**config.mk**
```make
export PLATFORM = sky130hd
export DESIGN_NAME = tone_square_out
export DESIGN_NICKNAME = d
export VERILOG_FILES = /design/src/rtl/tone_pkg.sv /design/src/rtl/tone_vol_pwm.sv /design/src/rtl/tone_square_out.sv
export SDC_FILE = /design/constraint.sdc
export NUM_CORES = 1
export LEC_CHECK = 0
export CORE_ASPECT_RATIO = 2
export CORE_MARGIN = 5
export CORE_UTILIZATION = 54
export CTS_CLUSTER_DIAMETER = 80
export DETAILED_ROUTE_END_ITERATION = 8
export PLACE_DENSITY_LB_ADDON = 0.25
export SLEW_MARGIN = 20
export SYNTH_ARGS = -nofsm -noshare
export SYNTH_HDL_FRONTEND = slang
export SYNTH_HIERARCHICAL = 1
export SYNTH_SLANG_ARGS = --single-unit
```
**constraint.sdc**
```tcl
create_clock -name clk -period 3 [get_ports clk]
set_clock_uncertainty 0.15 [all_clocks]
set_input_delay 0.3 -clock clk [delete_from_list [all_inputs] [get_ports clk]]
set_output_delay 0.3 -clock clk [all_outputs]
set_load 0.05 [all_outputs]
```
**src/rtl/tone_pkg.sv**
```systemverilog
// Shared widths, the rest code and the tone FSM state encoding for the
// square-wave tone generator.
package tone_pkg;

    localparam int PERIOD_W_DEF = 23;
    localparam int VOL_W_DEF    = 3;

    localparam logic [PERIOD_W_DEF-1:0] REST_PERIOD = 23'd0;

    typedef enum logic {
        IDLE = 1'b0,
        RUN  = 1'b1
    } tone_state_t;

endpackage

```
**src/rtl/tone_vol_pwm.sv**
```systemverilog
// Volume gate for the tone output: a free-running duty counter chops the high
// phase of the wave. Built only when TONE_VOLUME_EN is defined.
module tone_vol_pwm
    import tone_pkg::*;
#(
    parameter int VOL_W = VOL_W_DEF
) (
    input  logic             clk,
    input  logic             reset,
    input  logic             i_wave,
    input  logic [VOL_W-1:0] i_vol,
    output logic             o_pwm
);

    logic [VOL_W-1:0] r_pcnt;
    logic             r_pwm;
    logic             w_duty_on;

    // vol=0 never passes; the all-ones code passes all but one slot in 2^VOL_W.
    assign w_duty_on = (r_pcnt < i_vol);

    always_ff @(posedge clk) begin
        if (reset) begin
            r_pcnt <= '0;
            r_pwm  <= 1'b0;
        end else begin
            r_pcnt <= r_pcnt + VOL_W'(1);
            r_pwm  <= i_wave & w_duty_on;
        end
    end

    assign o_pwm = r_pwm;

endmodule

```
**src/rtl/tone_square_out.sv**
```systemverilog
// Square-wave tone generator driven by a half-period word (0 = rest).
// Optional TONE_VOLUME_EN adds a vol port and a PWM volume gate on the output.
//
//   state | meaning
//   ------+-----------------------------------------------
//   IDLE  | no tone, wave held low, waiting for a nonzero period
//   RUN   | tone in progress, cnt counts down the current phase
module tone_square_out
    import tone_pkg::*;
#(
    parameter int PERIOD_W = PERIOD_W_DEF
`ifdef TONE_VOLUME_EN
    ,
    parameter int VOL_W    = VOL_W_DEF
`endif
) (
    input  logic                clk,
    input  logic                reset,
    input  logic                enable,
    input  logic [PERIOD_W-1:0] period_in,
`ifdef TONE_VOLUME_EN
    input  logic [VOL_W-1:0]    vol,
`endif
    output logic                speaker_out,
    output logic                note_active,
    output logic                edge_pulse
);

    tone_state_t         r_state;
    tone_state_t         w_state_nxt;
    logic [PERIOD_W-1:0] r_cnt;
    logic [PERIOD_W-1:0] w_cnt_nxt;
    logic                r_wave;
    logic                w_wave_nxt;
    logic                r_edge;
    logic                w_edge_nxt;

    logic                w_tone_req;
    logic                w_tc;
    logic [PERIOD_W-1:0] w_reload;

    assign w_tone_req = (period_in != PERIOD_W'(REST_PERIOD));
    assign w_tc       = (r_cnt == '0);
    // The phase includes the cycle in which it is loaded, hence the minus one.
    assign w_reload   = period_in - PERIOD_W'(1);

    always_ff @(posedge clk) begin
        if (reset) begin
            r_state <= IDLE;
            r_cnt   <= '0;
            r_wave  <= 1'b0;
            r_edge  <= 1'b0;
        end else begin
            r_state <= w_state_nxt;
            r_cnt   <= w_cnt_nxt;
            r_wave  <= w_wave_nxt;
            r_edge  <= w_edge_nxt;
        end
    end

    always_comb begin
        w_state_nxt = r_state;
        w_cnt_nxt   = r_cnt;
        w_wave_nxt  = r_wave;
        w_edge_nxt  = 1'b0;

        case (r_state)
            IDLE: begin
                w_wave_nxt = 1'b0;
                w_cnt_nxt  = '0;
                if (enable && w_tone_req) begin
                    w_cnt_nxt   = w_reload;
                    w_wave_nxt  = 1'b1;
                    w_edge_nxt  = 1'b1;
                    w_state_nxt = RUN;
                end
            end

            RUN: begin
                // Dropping enable wins even over a terminal count: silent, no strobe.
                if (!enable) begin
                    w_wave_nxt  = 1'b0;
                    w_cnt_nxt   = '0;
                    w_state_nxt = IDLE;
                end else if (!w_tc) begin
                    w_cnt_nxt = r_cnt - PERIOD_W'(1);
                end else if (w_tone_req) begin
                    w_wave_nxt = ~r_wave;
                    w_cnt_nxt  = w_reload;
                    w_edge_nxt = 1'b1;
                end else begin
                    w_wave_nxt  = 1'b0;
                    w_edge_nxt  = r_wave;
                    w_state_nxt = IDLE;
                end
            end

            default: begin
                w_wave_nxt  = 1'b0;
                w_cnt_nxt   = '0;
                w_state_nxt = IDLE;
            end
        endcase
    end

    assign note_active = (r_state == RUN);
    assign edge_pulse  = r_edge;

`ifdef TONE_VOLUME_EN
    tone_vol_pwm #(
        .VOL_W (VOL_W)
    ) u_vol_pwm (
        .clk    (clk),
        .reset  (reset),
        .i_wave (r_wave),
        .i_vol  (vol),
        .o_pwm  (speaker_out)
    );
`else
    assign speaker_out = r_wave;
`endif

endmodule

```
### Signal wires on met1, run 1

Supply wires on this layer in grey.
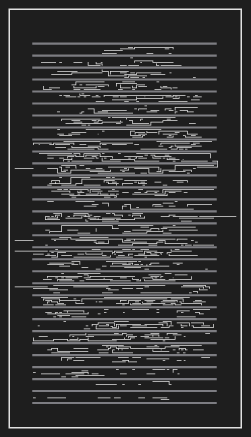
nets with wire on the layer	273
share of all routed wire	37%
longest straight run	25.3 um
main direction	horizontal
wire length on this layer	1930 um
via count: 1886
grt met1 use: 0.224
Post-Route WL: 5230 um

### Signal wires on met2, run 1

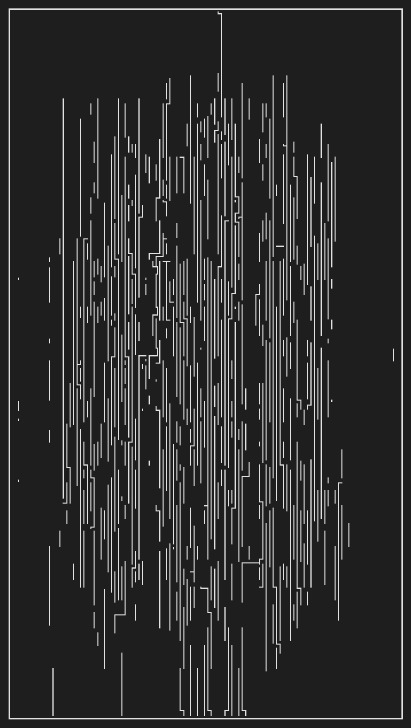
nets with wire on the layer	267
share of all routed wire	56%
GRT met2 Usage: 0.440

==> changes_impl.md, run 1 <==
### Changed

* Mux cell area share at 0
* Initial antenna violation count at 0
* Critical path data arrival time at 2.73 ns
* Tool warnings at 28
* Flop share of the area at 0.222
* Most flops, register: r_cnt
* Comb area share at 0.553
* Distinct cell type count after synthesis at ~48
* DP Cell Count at about 310
* Max layer used: met4
* Delay-heaviest family, CP: AND-OR/OR-AND gates
* Number of enable flip-flop cells at 0
* Cells after Synth at between 200 and 250
* Core Area at between 3000 and 4000 sq um
* Chip area at 4950 sq um
* Via density at roughly 6
* Hold WS at 0.376 ns
* RSZ-0062 raised after global routing: no
* Clock-cell share at 0.0235
* Clock sinks at 26
* Pint at 0.000644 W
* Reg2reg end: r_cnt[0]$_SDFFE_PP0P_
* WL met2 at 2940 um
* Status: completed
* Critical Path Start: r_cnt[12]$_SDFFE_PP0P_
* Final worst path period need at 2.69 ns
* GPL Wtd Cong at 0.975
* Post-layout util at 0.686
* Cells in synth_stat.txt at between 200 and 250
* Critical path, cell by cell: nor4_1, nand4_1, o21ai_0, o211a_4, a22oi_1, a211oi_1
* Post-synthesis simple-gate area fraction at 0.323
* WL/cell at 16.4 um
* Die H at 94.7 um
* Largest power group: registers
* Total chip power at about 0.00096 W
* Post-layout nets at 301
* First-pass GRT wire length at 8560 um
* Comb area at 1290 sq um
* Floorplan net count at 261
* Setup TNS at 0 ns
* GR Util All Layers at 0.226
* CP startpoint kind: register
* Most Crowded Layer GR: met2
* Maximum ir drop on the vdd rail at 335 uV
* IO Pins at 29
* Layout Cell Area excl Fill at 2340 sq um
* Peak fanout along the critical path at 20
* Number of logic gates at 192
* HP Class: register to register
### The metal 3 layer, run 1

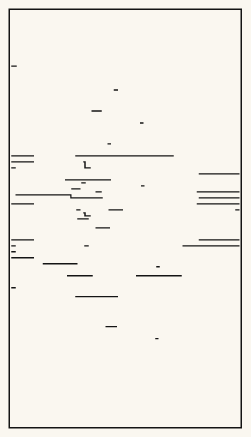
longest straight run	22.1 um
nets with wire on the layer	33
main direction	horizontal
wire length on this layer	196 um
met3 usage: 0.0237

--- run 2 (diff from run 1) ---
--- a/config.mk
+++ b/config.mk
@@ -5,7 +5,6 @@
 export SDC_FILE = /design/constraint.sdc
 export NUM_CORES = 1
 export LEC_CHECK = 0
-export CORE_ASPECT_RATIO = 2
 export CORE_MARGIN = 5
 export CORE_UTILIZATION = 54
 export CTS_CLUSTER_DIAMETER = 80
### Signal wires on met2, run 2

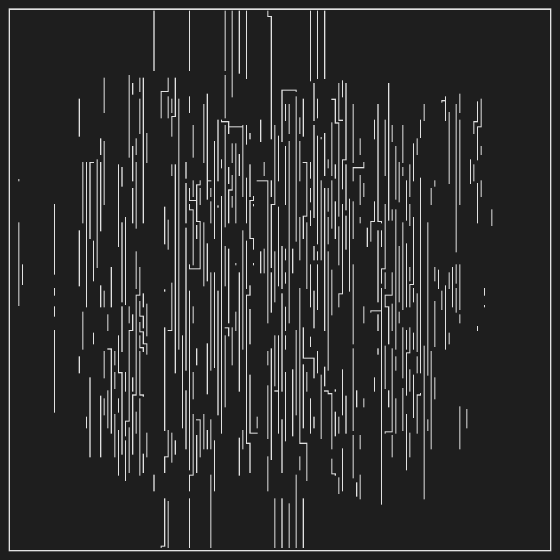
wire length on this layer	2370 um
longest straight run	32.3 um
share of all routed wire	48%
main direction	vertical
GRT met2 Usage: 0.350
via count: 1797
Post-Route WL: 4930 um

==> changes_impl.md, run 2 <==
### Changed

* Status: completed
* CTS tree: done
* HP Class: register to register
* Critical Path Start: r_cnt[0]$_SDFFE_PP0P_
* Cells in synth_stat.txt at 231 (unchanged)
* WL met2 at 2370 um (-19%)
* GR Util All Layers at 0.207 (-0.0193)
* Post-layout nets at 304 (+1.0%)
* Pint at 0.000605 W (-6.0%)
* Maximum ir drop on the vdd rail at 297 uV (-12%)
* Post-synthesis simple-gate area fraction at 0.323 (unchanged)
* Reg2reg end: r_cnt[0]$_SDFFE_PP0P_
* Hold WS at 0.382 ns (+0.00573 ns)
* DP Cell Count at 315 (+0.32%)
* WL/cell at 15.5 um (-6.0%)
* Flop share of the area at 0.223 (+0.000596)
* Floorplan net count at 261 (unchanged)
* Number of logic gates at 192 (unchanged)
* Hold Violations, Final at 0
* Post-layout util at 0.684 (-0.00183)
* Grt met1 use at 0.276 (+0.0515)
* Clock sinks at 26 (unchanged)
* Number of enable flip-flop cells at 0 (unchanged)
* Setup TNS at 0 ns (unchanged)
* Layout Cell Area excl Fill at 2340 sq um (-0.27%)
* Distinct cell type count after synthesis at 48 (unchanged)
* Delay-heaviest family, CP: simple AND/OR/NAND/NOR gates
* XOR Share, Synth at 0.176
* Initial antenna violation count at 0 (unchanged)
* Critical path data arrival time at 2.74 ns (about the same)
* CP startpoint kind: register
* Warning count from the yosys run at 6
* Peak fanout along the critical path at 13 (-35%)
* Number of flip-flops in the largest register at 23
* Largest power group: registers
* Via density at 5.63 (-5.0%)
* IO Pins at 29 (unchanged)
* Most Crowded Layer GR: met2
* Most flops, register: r_cnt
* Cells after Synth at 231 (unchanged)
* Critical path, cell by cell: inv_1, ha_1, nor4b_1, nand2_1, or2_4, nor2b_1, a22oi_1, a211oi_1
* First-pass GRT wire length at 8310 um (-3.0%)
* Avg Synthesized Cell Area at 8.38 sq um
* GPL Wtd Cong at 0.916 (-6.0%)
* Chip area at 4880 sq um (-1.5%)
* Tool warnings at 28 (unchanged)
* Met3 usage at 0.0373 (+0.0136)
* RSZ-0062 raised after global routing: no
* Mux cell area share at 0 (unchanged)
* Max layer used: met4
### Clock routing, run 2

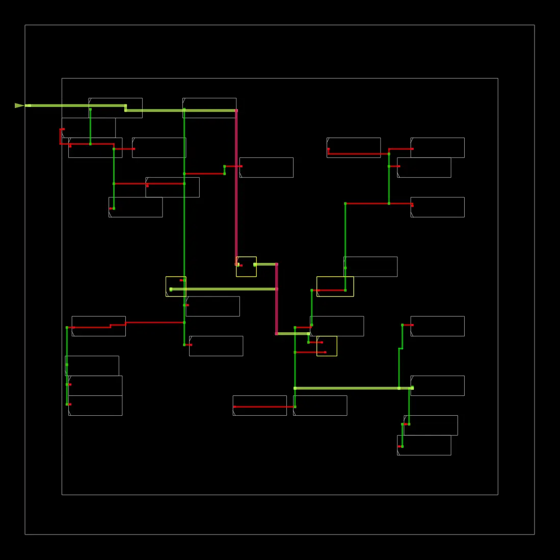
Num CTS Buffers: 3
clk pwr: 0.000183 W
Clock buffer cells: 4
registers: 26

--- run 3 (diff from run 2) ---
--- a/config.mk
+++ b/config.mk
@@ -5,7 +5,7 @@
 export SDC_FILE = /design/constraint.sdc
 export NUM_CORES = 1
 export LEC_CHECK = 0
-export CORE_MARGIN = 5
+export CORE_MARGIN = 4
 export CORE_UTILIZATION = 54
 export CTS_CLUSTER_DIAMETER = 80
 export DETAILED_ROUTE_END_ITERATION = 8
### Clock routing, run 3

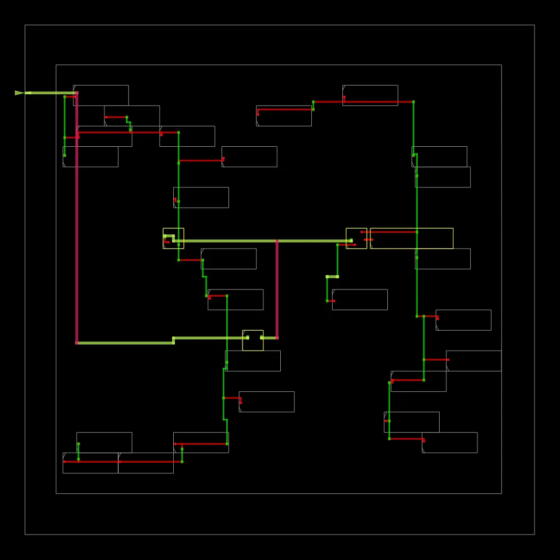
Late-Pin Clk Latency: 0.33 ns
clock sinks: 26
Clock buffer cells: 3

### The metal 3 layer, run 3

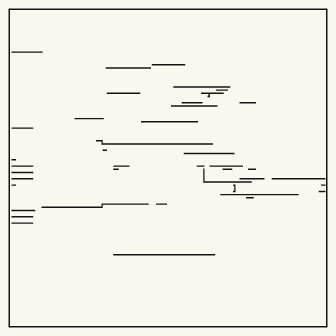
main direction	horizontal
wire length on this layer	267 um
longest straight run	23.7 um
nets with wire on the layer	34
share of all routed wire	5.6%
met3 usage: 0.0443
Post-Route WL: 4780 um

==> changes_impl.md, run 3 <==
### Changed

* Status: completed
* Grt met1 use at 0.303 (+0.0269)
* Chip area at 4610 sq um (-5.6%)
* Warning count from the yosys run at 6 (unchanged)
* DP Cell Count at 315 (unchanged)
* Number of logic gates at 192 (unchanged)
* IO Pins at 29 (unchanged)
* GRT met2 Usage at 0.365 (+0.0140)
* Setup TNS at 0 ns (unchanged)
* CP startpoint kind: register
* Pint at 0.000664 W (+9.6%)
* HP Class: register to register
* Critical path, cell by cell: nor4_1, nand4_1, or2_4, or3_1, nand2b_4, nor2_1
* Delay-heaviest family, CP: simple AND/OR/NAND/NOR gates
* Distinct cell type count after synthesis at 48 (unchanged)
* Layout Cell Area excl Fill at 2350 sq um (+0.70%)
* CTS tree: done
* Clk pwr at 0.000246 W (+34%)
* Floorplan net count at 261 (unchanged)
* Largest power group: registers
* Tool warnings at 28 (unchanged)
* Post-layout nets at 304 (unchanged)
* WL/cell at 15.0 um (-3.1%)
* Most Crowded Layer GR: met2
* XOR Share, Synth at 0.176 (unchanged)
* Mux cell area share at 0 (unchanged)
* Flop share of the area at 0.221 (-0.00154)
* Avg Synthesized Cell Area at 8.38 sq um (unchanged)
* Critical path data arrival time at 2.76 ns (+0.02 ns)
* Hold WS at 0.381 ns (-0.000602 ns)
* Reg2reg end: r_cnt[20]$_SDFFE_PP0P_
* GPL Wtd Cong at 0.927 (+1.2%)
* Post-layout util at 0.694 (+0.0101)
* Peak fanout along the critical path at 19 (+6)
* Most flops, register: r_cnt
Power and IR drop assume default switching activity.
